run_1/floorplan.png
Pins as bars on the die edge. Tap cells in grey.
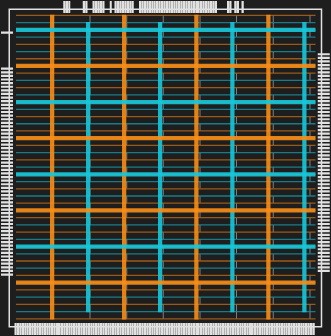
run_1/class_map.png
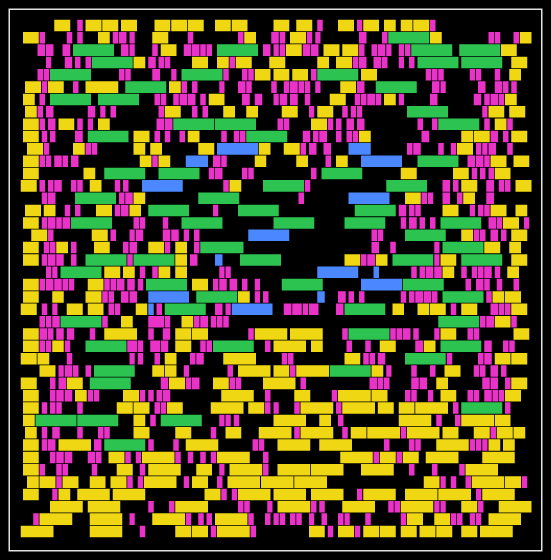
run_1/clock_wires.png
Bar = 20 um.
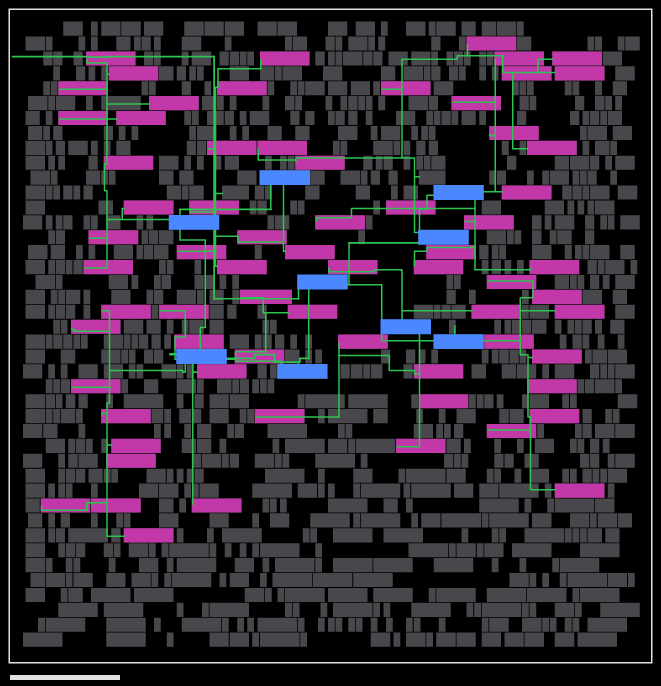
`config.mk`:
```
export PLATFORM = sky130hd
export DESIGN_NAME = dmem_arbiter
export DESIGN_NICKNAME = d
export VERILOG_FILES = /design/src/rtl/dmem_arb_pkg.sv /design/src/rtl/dmem_arbiter_rr_arb2.sv /design/src/rtl/dmem_arbiter.sv
export SDC_FILE = /design/constraint.sdc
export NUM_CORES = 1
export LEC_CHECK = 0
export ABC_AREA = 1
export CAP_MARGIN = 20
export CORE_AREA = 2 2 115 117
export DETAILED_ROUTE_END_ITERATION = 10
export DIE_AREA = 0 0 117 119
export PLACE_DENSITY_LB_ADDON = 0.1
export SYNTH_ARGS = -nofsm -noshare
export SYNTH_HDL_FRONTEND = slang
export SYNTH_SLANG_ARGS = --single-unit
export TNS_END_PERCENT = 100
```
`constraint.sdc`:
```
create_clock -name clk -period 2.5 [get_ports clk]
set_input_delay 0.5 -clock clk [delete_from_list [all_inputs] [get_ports clk]]
set_output_delay 0.5 -clock clk [all_outputs]
set_load 0.1 [all_outputs]
```
`src/rtl/dmem_arb_pkg.sv`:
```
// Shared types for the dmem arbiter: FSM state, port id and last_grant reset value.
package dmem_arb_pkg;

   typedef enum logic {
      IDLE   = 1'b0,
      ACCESS = 1'b1
   } state_t;

   typedef logic port_id_t;

   // Port 1 counts as last granted out of reset so port 0 wins the first tie.
   localparam port_id_t LAST_GRANT_RST = 1'b1;

endpackage

```
`src/rtl/dmem_arbiter_rr_arb2.sv`:
```
// Two-way round-robin picker with its last_grant history register.
module rr_arb2
   import dmem_arb_pkg::*;
(
   input  logic       clk,
   input  logic       reset,
   input  logic       req0,
   input  logic       req1,
   output logic [1:0] grant
);

   port_id_t last_grant;

   // One-hot pick: a lone request wins, a tie goes to the port not granted last.
   always_comb begin
      grant = 2'b00;
      if (req0 && req1) begin
         grant = (last_grant == 1'b1) ? 2'b01 : 2'b10;
      end else if (req0) begin
         grant = 2'b01;
      end else if (req1) begin
         grant = 2'b10;
      end
   end

   // Remember the winner of every grant.
   always_ff @(posedge clk or posedge reset) begin
      if (reset) begin
         last_grant <= LAST_GRANT_RST;
      end else if (grant != 2'b00) begin
         last_grant <= grant[1];
      end
   end

endmodule

```
`src/rtl/dmem_arbiter.sv`:
```
// dmem_arbiter: shares single-port dmem between port 0 (CPU) and port 1
// (loader/debug). One registered command drives dmem per ACCESS cycle.
// Optional macro DMEM_ARB_BOUNDS_EN flags addresses above the 2**r word range
// as errors and suppresses their write and read data.
module dmem_arbiter
   import dmem_arb_pkg::*;
#(
   parameter int n = 32,
   parameter int r = 7
) (
   input  logic         clk,
   input  logic         reset,
   input  logic         req0,
   input  logic         req1,
   input  logic         we0,
   input  logic         we1,
   input  logic [n-1:0] addr0,
   input  logic [n-1:0] addr1,
   input  logic [n-1:0] wdata0,
   input  logic [n-1:0] wdata1,
   output logic         ack0,
   output logic         ack1,
   output logic         err0,
   output logic         err1,
   output logic [n-1:0] rdata0,
   output logic [n-1:0] rdata1,
   output logic         mem_we,
   output logic [n-1:0] mem_addr,
   output logic [n-1:0] mem_wdata,
   input  logic [n-1:0] mem_rdata
);

   state_t       state, state_nxt;
   port_id_t     owner;
   logic         cmd_we;
   logic         cmd_err;
   logic         in_access;
   logic         elig0, elig1;
   logic [1:0]   grant;
   logic         grant_any;
   logic         sel_we;
   logic         sel_err;
   logic [n-1:0] sel_addr;
   logic [n-1:0] sel_wdata;

   assign in_access = (state == ACCESS);

   // The owner's request is not eligible during its own ack cycle.
   assign elig0 = req0 && !(in_access && (owner == 1'b0));
   assign elig1 = req1 && !(in_access && (owner == 1'b1));

   rr_arb2 u_rr_arb2 (
      .clk   (clk),
      .reset (reset),
      .req0  (elig0),
      .req1  (elig1),
      .grant (grant)
   );

   assign grant_any = |grant;

   // Select the winning port's command for registration.
   always_comb begin
      sel_we    = grant[1] ? we1    : we0;
      sel_addr  = grant[1] ? addr1  : addr0;
      sel_wdata = grant[1] ? wdata1 : wdata0;
`ifdef DMEM_ARB_BOUNDS_EN
      sel_err   = |sel_addr[n-1:r+2];
`else
      sel_err   = 1'b0;
`endif
   end

   // FSM state register.
   always_ff @(posedge clk or posedge reset) begin
      if (reset) begin
         state <= IDLE;
      end else begin
         state <= state_nxt;
      end
   end

   // Next state and response outputs; any grant keeps the FSM in ACCESS.
   always_comb begin
      state_nxt = state;
      ack0      = 1'b0;
      ack1      = 1'b0;
      err0      = 1'b0;
      err1      = 1'b0;
      rdata0    = '0;
      rdata1    = '0;
      mem_we    = 1'b0;
      case (state)
         IDLE: begin
            if (grant_any) state_nxt = ACCESS;
         end
         ACCESS: begin
            if (!grant_any) state_nxt = IDLE;
            ack0   = (owner == 1'b0);
            ack1   = (owner == 1'b1);
            err0   = ack0 && cmd_err;
            err1   = ack1 && cmd_err;
            mem_we = cmd_we && !cmd_err;
            if (ack0 && !cmd_err) rdata0 = mem_rdata;
            if (ack1 && !cmd_err) rdata1 = mem_rdata;
         end
         default: state_nxt = IDLE;
      endcase
   end

   // Command registers load on every grant and otherwise hold their value.
   always_ff @(posedge clk or posedge reset) begin
      if (reset) begin
         owner     <= 1'b0;
         cmd_we    <= 1'b0;
         cmd_err   <= 1'b0;
         mem_addr  <= '0;
         mem_wdata <= '0;
      end else if (grant_any) begin
         owner     <= grant[1];
         cmd_we    <= sel_we;
         cmd_err   <= sel_err;
         mem_addr  <= sel_addr;
         mem_wdata <= sel_wdata;
      end
   end

endmodule

```
==> run summary, run 1 <==
Post-Synthesis Cells: 681
Met2 WL: 8.27 mm
Core ar.: 12900 um2
Hold Path End: mem_wdata[12]
Async S/R FF share, synth: 1.00
DP Worst Slack: 0.464 ns
CTS Hold Bufs: 0
Pre-Repair DR Iteration Count: 4
Cell area leaders: dfrtp_1, nand2_1, nand3_1
Grt ovf: 0
Final ANT Viol Nets: 0
Seq/total area: 0.210
Largest cell class by area: buffers
Non-filler cells, final: 1141
WP data arrival: 1.74 ns
Mux cell area share after synthesis: 0
Crit-path max FO: 22
Post-synthesis xor/xnor area fraction: 0
# fillers: 1199
Post-synth area from yosys stat: 4250 um2
Die X: 117 um
CTS root buf: clkbuf_16
WL final: 16.6 mm
Post-Synth Adder-Cell Area: 0
Max Clock Skew: 0.00615 ns
N_diodes: 1
Die area: 13900 um2
Status: finished clean
Met1 wire length: 6.92 mm
Aoi share: 0.00236
R2R setup slack: 0.61 ns
Nonclk buf count: 310
Share of layout cells above drive strength 1: 0.174
Hold Path Cell Cnt: 2
Setup ws final: 0.256 ns
CTS tree: done
Dominant kind of combinational cell: simple AND/OR/NAND/NOR gates
Top cell excl fill/tap: nand2_1
Area Overhead vs Synth: 90.8%
Comb_multi_in: 401
Routed wire length per instance: 14.5 um
Min-Delay Startpoint: mem_wdata[12]
Post-synth top flop: dfrtp_1
Initial antenna violation count: 1
Setup violations, final: 0
Mapped cell area: 4250 um2
DP Area: 7840 um2
DRC: 0
Setup_tns: 0 ns
CP endpoint kind: output port
Clk tree area frac: 0.0333
Post-route cell area: 8110 um2
FP Util: 0.330
Clock buf count: 13
Comb area: 1690 um2
Max layer used: met4
Cycle use final: 0.898
Logic share of the area: 0.208
Gpl congestion: 0.834
Depth of the CTS H-tree: 3
Crit path capture: rdata0[18]
Largest net degree at the start of global routing: 69
Dominant cell area share: 0.394
Crit path DRT: 2.00 ns
EDFF count, synth: 0
Io pins: 299
Count of non-CTS inverters in the layout: 170
FF+latch count, synth: 68
Num sequential: 68
Rows: 42
Layout net count: 1126
Simple-Gate Area Share: 0.392
CTS Buf Count: 9
HPWL Detailed: 12.4 mm
RSZ-0062 raised after global routing: false
Tap Count: 176
Post-CTS Resized: 0
About floorplan.png:
VDD: shown in cyan. VSS: shown in orange.
43 met1 rails follow the rows. 176 tap cells.

About class_map.png:
registers: shown in green, cells 68, share of their area 22%. remaining logic cells: shown in magenta, cells 571, share of their area 29%. remaining buffers and delay cells: shown in yellow, cells 310, share of their area 46%. clock drivers and dummy loads: shown in blue, cells 15, share of their area 3.4%.

About clock_wires.png:
clock-net drivers: shown in blue, count 9. flip-flops: shown in magenta, count 68. clock wires: shown in green, length 1090 um.
There are 10 routed clock nets.

run 1: worst max-delay path: stages (launching register included):
cell	delay, ns
dfrtp_1	0.39
inv_2	0.07
nand2_2	0.25
buf_4	0.30
nor2_1	0.19
buf_12	0.21
run 1: per-stage QoR:
step | util
final | 0.630
after global placement | 0.609
after floorplan | -
after detailed placement | 0.609
after global routing | 0.630
after CTS | 0.630
run 1: metal layers:
layer | vias to the layer above | global-route usage
li1 | 2530 | -
met1 | 2178 | 0.300
met2 | 167 | 0.406
met3 | 16 | 0.0702
met4 | 0 | 0.0537
met5 | - | 0
run 1: kinds of logic (layout without fill, tap and decap cells):
logic type,count (synthesis),in the layout
other cells,1,3
flops,68,68
simple gates,397,397
buf+inv,213,495
compound gates,2,2
--- run 2 (diff from run 1) ---
--- a/config.mk
+++ b/config.mk
@@ -11,6 +11,7 @@
 export DETAILED_ROUTE_END_ITERATION = 10
 export DIE_AREA = 0 0 117 119
 export PLACE_DENSITY_LB_ADDON = 0.1
+export SKIP_CTS_REPAIR_TIMING = 1
 export SYNTH_ARGS = -nofsm -noshare
 export SYNTH_HDL_FRONTEND = slang
 export SYNTH_SLANG_ARGS = --single-unit
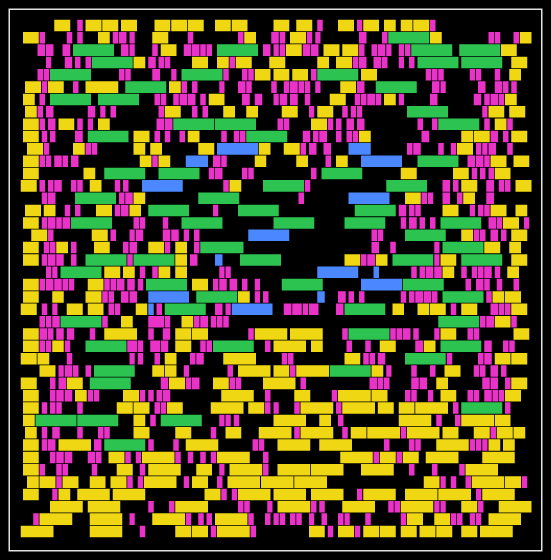
run_2/class_map.png
clock drivers and dummy loads: shown in blue, cells 15, share of their area 3.4%. remaining buffers and delay cells: shown in yellow, cells 310, share of their area 46%. registers: shown in green, cells 68, share of their area 22%. remaining logic cells: shown in magenta, cells 571, share of their area 29%.

==> run 2 against run 1 <==
Effect of this change: critical path depth did not move; highest routed layer unchanged; fmax did not move; hold slack did not move; clock skew did not move; first-iteration DRC count did not move; synthesized cell count did not move; routed wire length did not move; cell count did not move; setup slack did not move; area after synthesis did not move.
==> run summary, run 2 <==
Status: finished clean (unchanged)
Non-filler cells, final: 1141 (unchanged)
CTS Buf Count: 9 (unchanged)
Core ar.: 12900 um2 (unchanged)
Tap Count: 176 (unchanged)
CTS tree: done (unchanged)
Cell area leaders: dfrtp_1, nand2_1, nand3_1 (unchanged)
Mapped cell area: 4250 um2 (unchanged)
Nonclk buf count: 310 (unchanged)
Post-Synthesis Cells: 681 (unchanged)
Die X: 117 um (unchanged)
Setup violations, final: 0 (unchanged)
Comb area: 1690 um2 (unchanged)
N_diodes: 1 (unchanged)
Crit. path cell count: 5 (unchanged)
Share of layout cells above drive strength 1: 0.174 (unchanged)
Dominant cell area share: 0.394 (unchanged)
Largest cell class by area: buffers (unchanged)
Crit path capture: rdata0[18] (unchanged)
DRC: 0 (unchanged)
Crit-path max FO: 22 (unchanged)
Async S/R FF share, synth: 1.00 (unchanged)
Seq/total area: 0.210 (unchanged)
Num sequential: 68 (unchanged)
Post-synth top flop: dfrtp_1 (unchanged)
Area Overhead vs Synth: 90.8% (unchanged)
Post-synth area from yosys stat: 4250 um2 (unchanged)
WL final: 16.6 mm (unchanged)
Post-route cell area: 8110 um2 (unchanged)
Crit-path leading delay family: buffers and inverters (unchanged)
Gpl congestion: 0.834 (unchanged)
Buf/Inv on CP: 3 (unchanged)
DP Worst Slack: 0.464 ns (unchanged)
CP max-delay cell: dfrtp_1 (unchanged)
Aoi share: 0.00236 (unchanged)
Post-Route Utilization: 0.630 (unchanged)
WP data arrival: 1.74 ns (about the same)
Depth of the CTS H-tree: 3 (unchanged)
Clock buf count: 13 (unchanged)
Dominant kind of combinational cell: simple AND/OR/NAND/NOR gates (unchanged)
R2R setup slack: 0.61 ns (about the same)
FP Util: 0.330 (unchanged)
Rows: 42 (unchanged)
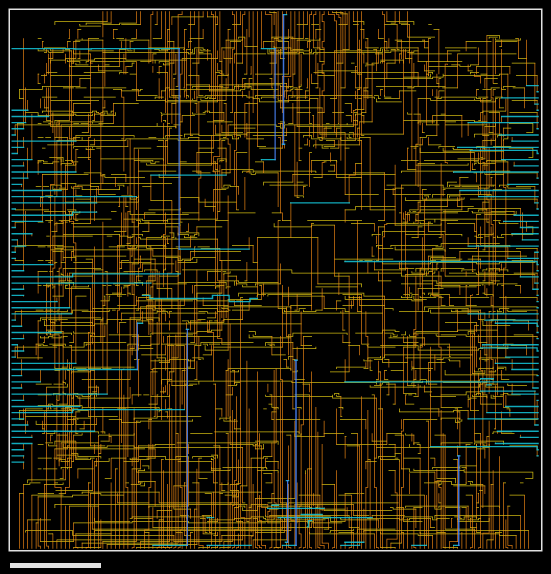
run_2/layers.png
Bar = 20 um.
M4: shown in blue, wire length 229 um. M1: shown in yellow, wire length 6920 um. M2: shown in orange, wire length 8270 um. M3: shown in cyan, wire length 1150 um.

## run 2: how the worst min path moves through the flow
stage                              from  cells past startpoint            end  slack [ns]
after floorplan                  cmd_we                      2         cmd_we        0.45
after global placement    mem_wdata[27]                      2  mem_wdata[27]        0.46
after detailed placement   mem_addr[10]                      2   mem_addr[10]        0.47
after CTS                  mem_addr[10]                      2   mem_addr[10]        0.48
after global routing       mem_addr[10]                      2   mem_addr[10]        0.50
final                     mem_wdata[12]                      2  mem_wdata[12]        0.48
## run 2: layer usage
metal  up-vias  global-route usage  routed length [um]
met3        16              0.0702                1150
met4         0              0.0537                 229
met1      2178               0.300                6920
li1       2530                   -                   -
met2       167               0.406                8270
met5         -                   0                   0
run_2/floorplan.png
Pins as bars on the die edge. Tap cells in grey.
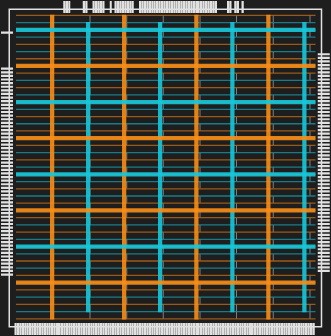

--- run 3 (diff from run 2) ---
--- a/config.mk
+++ b/config.mk
@@ -5,7 +5,6 @@
 export SDC_FILE = /design/constraint.sdc
 export NUM_CORES = 1
 export LEC_CHECK = 0
-export ABC_AREA = 1
 export CAP_MARGIN = 20
 export CORE_AREA = 2 2 115 117
 export DETAILED_ROUTE_END_ITERATION = 10
==> constraint.sdc (replaced) <==
create_clock -name clk -period 2.1 [get_ports clk]
set_input_delay 0.42 -clock clk [delete_from_list [all_inputs] [get_ports clk]]
set_output_delay 0.42 -clock clk [all_outputs]
set_load 0.02 [all_outputs]
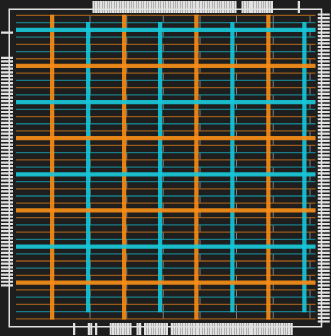
run_3/floorplan.png
Pins as bars on the die edge. Tap cells in grey.
Core ar.: 12900 um2

==> run 3 against run 2 <==
Effect of this change: routed wire length down 24%; core utilization down 6.6 points; hold slack worse by 0.023 ns; clock skew up 0.00058 ns; design area down 10%; critical path depth down 2.
==> run summary, run 3 <==
Status: finished clean (unchanged)
Seq/total area: 0.234 (was 0.210)
CP endpoint kind: output port (unchanged)
Dominant kind of combinational cell: simple AND/OR/NAND/NOR gates (unchanged)
# fillers: 1152 (was 1199)
Met1 wire length: 4.55 mm (was 6.92 mm)
Met3 GRT Util: 0.0672 (was 0.0702)
Mux cell area share after synthesis: 0.182 (was 0)
Setup_tns: 0 ns (unchanged)
Num sequential: 68 (unchanged)
Count of non-CTS inverters in the layout: 3 (was 170)
CTS Buf Count: 9 (unchanged)
FP Util: 0.283 (was 0.330)
Max layer used: met5 (was met4)
Setup violations, final: 0 (unchanged)
Io pins: 299 (unchanged)
Met2 WL: 6.52 mm (was 8.27 mm)
Layout net count: 830 (was 1126)
Rows: 42 (unchanged)
CTS root buf: clkbuf_16 (unchanged)
Grt ovf: 0 (unchanged)
Die area: 13900 um2 (unchanged)
HPWL Detailed: 9.97 mm (was 12.4 mm)
Routed wire length per instance: 15.0 um (was 14.5 um)
Async S/R FF share, synth: 1.00 (unchanged)
DRC: 0 (unchanged)
Crit path DRT: 1.68 ns (was 2.00 ns)
Non-filler cells, final: 845 (was 1141)
Clock buf count: 10 (was 13)
WL final: 12.7 mm (was 16.6 mm)
Buf/Inv on CP: 2 (was 3)
EDFF count, synth: 0 (unchanged)
Crit path capture: mem_we (was rdata0[18])
Post-Synthesis Cells: 378 (was 681)
Clk tree area frac: 0.0403 (was 0.0333)
Max Clock Skew: 0.00673 ns (was 0.00615 ns)
CP max-delay cell: clkdlybuf4s50_1 (was dfrtp_1)
R2R setup slack: 0.40 ns (was 0.61 ns)
Crit-path max FO: 11 (was 22)
Largest cell class by area: buffers (unchanged)
Comb_multi_in: 274 (was 401)
N_diodes: 0 (was 1)
Top cell excl fill/tap: clkdlybuf4s50_1 (was nand2_1)
Busiest grt layer: met2 (unchanged)
Post-Route Utilization: 0.564 (was 0.630)
Die X: 117 um (unchanged)
Worst path cell trace: buf_4, and2_1, clkdlybuf4s50_1 (was inv_2, nand2_2, buf_4, nor2_1, buf_12)
Share of layout cells above drive strength 1: 0.0463 (was 0.174)
Crit-path leading delay family: buffers and inverters (unchanged)
Aoi share: 0.0980 (was 0.00236)
Depth of the CTS H-tree: 3 (unchanged)
DP Worst Slack: -0.0116 ns (was 0.464 ns)
CTS tree: done (unchanged)
Post-synth top flop: dfrtp_1 (unchanged)
Post-synth area from yosys stat: 3640 um2 (was 4250 um2)
Comb area: 1720 um2 (was 1690 um2)
Setup ws final: 0.0701 ns (was 0.256 ns)
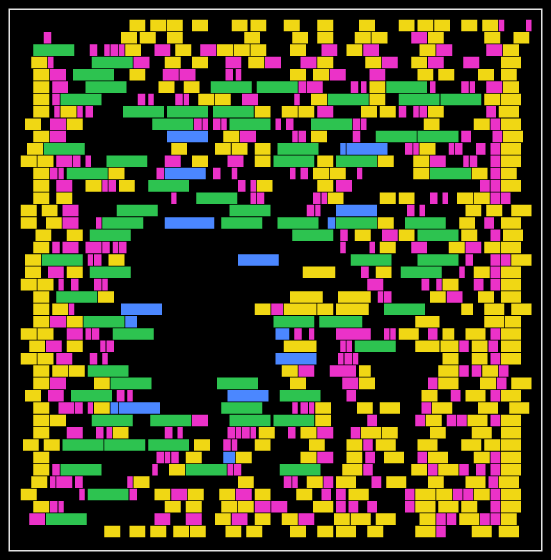
run_3/class_map.png
clock drivers and dummy loads: shown in blue, cells 16, share of their area 4.2%. remaining logic cells: shown in magenta, cells 277, share of their area 25%. registers: shown in green, cells 68, share of their area 24%. remaining buffers and delay cells: shown in yellow, cells 308, share of their area 47%.

-- run 3: cell count changes in the layout (fill, tap and decap cells not counted), sizes merged, moves of 33 or more --
cell | previous run | this run
mux2i | 0 | 66
a21oi | 0 | 67
and2 | 0 | 33
clkdlybuf4s50 | 165 | 230
nand3 | 131 | 0
buf | 145 | 12
dlymetal6s2s | 0 | 66
nand2 | 202 | 2
inv | 170 | 3
-- run 3: how the worst min path moves through the flow --
stage | end | slack [ns] | cells after the start
2_1_floorplan | cmd_we | 0.49 | 2
3_3_place_gp | u_rr_arb2.last_grant | 0.50 | 2
3_5_place_dp | u_rr_arb2.last_grant | 0.51 | 2
4_1_cts | mem_addr[23] | 0.46 | 2
5_1_grt | mem_addr[23] | 0.48 | 2
6_report | mem_addr[23] | 0.45 | 2
